==> config.mk <==
export PLATFORM = sky130hd
export DESIGN_NAME = multicycle_seq
export DESIGN_NICKNAME = d
export VERILOG_FILES = /design/src/rtl/multicycle_seq_pkg.sv /design/src/rtl/seq_wait_timer.sv /design/src/rtl/multicycle_seq.sv
export SDC_FILE = /design/constraint.sdc
export NUM_CORES = 1
export LEC_CHECK = 0
export CORE_ASPECT_RATIO = 0.9
export CORE_MARGIN = 10
export CORE_UTILIZATION = 45
export DETAILED_ROUTE_END_ITERATION = 8
export MAX_ROUTING_LAYER = met4
export PLACE_DENSITY_LB_ADDON = 0.3
export RECOVER_POWER = 100
export SLEW_MARGIN = 20
export SYNTH_ARGS = -nofsm -noshare
export SYNTH_HDL_FRONTEND = slang
export SYNTH_SLANG_ARGS = --single-unit
==> constraint.sdc <==
create_clock -name clk -period 2.4 [get_ports clk]
set_input_delay 0.36 -clock clk [delete_from_list [all_inputs] [get_ports clk]]
set_output_delay 0.36 -clock clk [all_outputs]
set_load 0.005 [all_outputs]
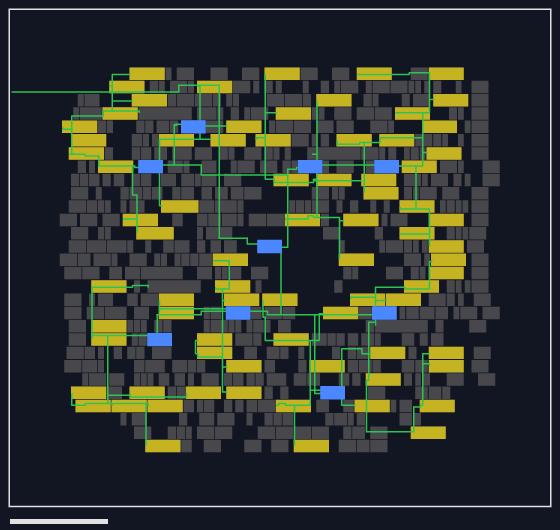
clock_wires.png
Bar = 20 um.
clock wires -> green  # length 913 um
clock-net drivers -> blue  # count 9
flip-flops -> yellow  # count 76
flops lie = widely spread
routed clock nets = 10
Max Clock Skew: 0.0101 ns
Late-Pin Clk Latency: 0.35 ns
clock-net power: 0.00130 W
Clk pwr share: 0.442

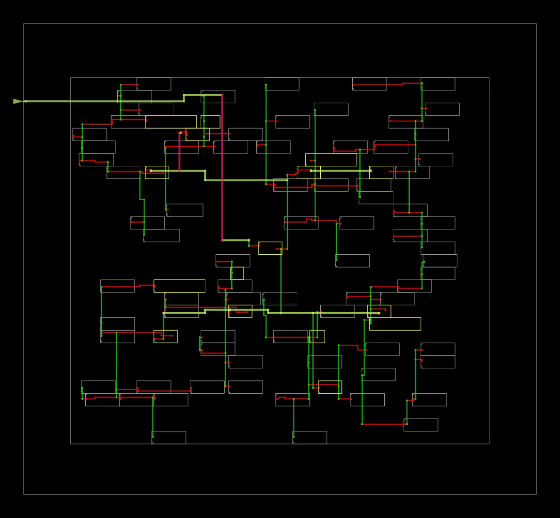
clock_nets.png
CTS sink cnt: 76
number of CTS-inserted buffers: 9
clock buf count: 9

==> summary.txt <==
yosys + openroad results -> WL/cell 15.1 um, Worst-path clk slew 0.07 ns, Via density 5.31, Hold Crit Class reg -> reg, initial antenna violation count 0, Logic pwr share 0.106, area fraction in mux cells 0.0121, DRT iter0 DRCs 137, layout cell share with drive strength beyond 1 0.0637, largest net degree at the start of global routing 44, Detail Route Antenna Nets 0, seq pwr 0.00132 W, flop count 76, number of logic gates 293, multi-input logic area 0.00164 mm2, RSZ-0062 raised after global routing no, outcome complete, no violations, worst setup margin 0.104 ns, Syn Area/Cell 8.14 um2, Top FF cell, synth dfxtp_1, maximum fanout along the worst path 3, Synth Warn # 0, Post-Syn Nets 449, Syn Std Cell Area 0.00331 mm2, Routed WL 9.22 mm, Pwr Density 614 mW/mm2, Fillers 619, final worst path period share 0.957, DP Wirelength 6.69 mm, cell taking the most area after synthesis dfxtp_1, Inverters 14, initial core utilization 0.466, setup TNS 0 ns, yosys simple share 0.277
worst max-delay path, cell delays in order:
cell	delay (ns)
clkdlybuf4s50_1	0.50
or4bb_1	0.42
inv_1	0.08
dlygate4sd3_1	0.58
placed cells by master, fill, tap and decap left out, types with 3 or more instances in the layout:
master / Yosys / final
nand2_1: 86 / 86
dfxtp_1: 76 / 74
dlygate4sd3_1: 0 / 69
a21oi_1: 60 / 60
clkdlybuf4s50_1: 0 / 43
nor2_1: 16 / 16
o21ai_0: 15 / 15
inv_1: 13 / 14
o31ai_1: 13 / 13
or3_1: 13 / 13
nand3_1: 12 / 12
or4_1: 13 / 12
clkbuf_8: 0 / 9
xnor2_1: 7 / 7
nor3b_1: 6 / 5
nand4_1: 5 / 5
nand2b_1: 5 / 5
mux2i_1: 4 / 4
nor3_1: 4 / 4
bufinv_16: 0 / 4
buf_4: 0 / 4
or4_4: 2 / 3
nor4_1: 3 / 3
layer usage:
layer | global-route usage | vias to the layer above | part of all wire
met5 | - | - | 0
li1 | - | 1646 | -
met1 | 0.193 | 1501 | 0.45
met2 | 0.267 | 85 | 0.48
met3 | 0.0502 | 12 | 0.048
met4 | 0.0610 | 0 | 0.019
what timing repair did:
action	in CTS	in global routing
buffers inserted	0	0
endpoints found under the setup margin	1	2
pin swaps	0	0
hold buffers	0	0
gates resized	1	3
synthesized netlist by cell type, types with 2 or more instances:
cell      count
mux2i_1       4
inv_1        13
o41ai_1       2
nand2b_1      5
nand2_1      86
o21ai_0      15
or3_1        13
and3_1        2
nor3_1        4
o31ai_1      13
and4_1        2
nor4_1        3
clkbuf_1     19
buf_2         3
buf_6         2
a21oi_1      60
xnor2_1       7
nand3_1      12
nor2_1       16
xor2_1        2
or4_1        13
dfxtp_1      76
ha_1          2
or3b_2        2
or4_4         2
nand4_1       5
nor3b_1       6
Power figures rest on the tool's default switching activity, not on a simulated workload.
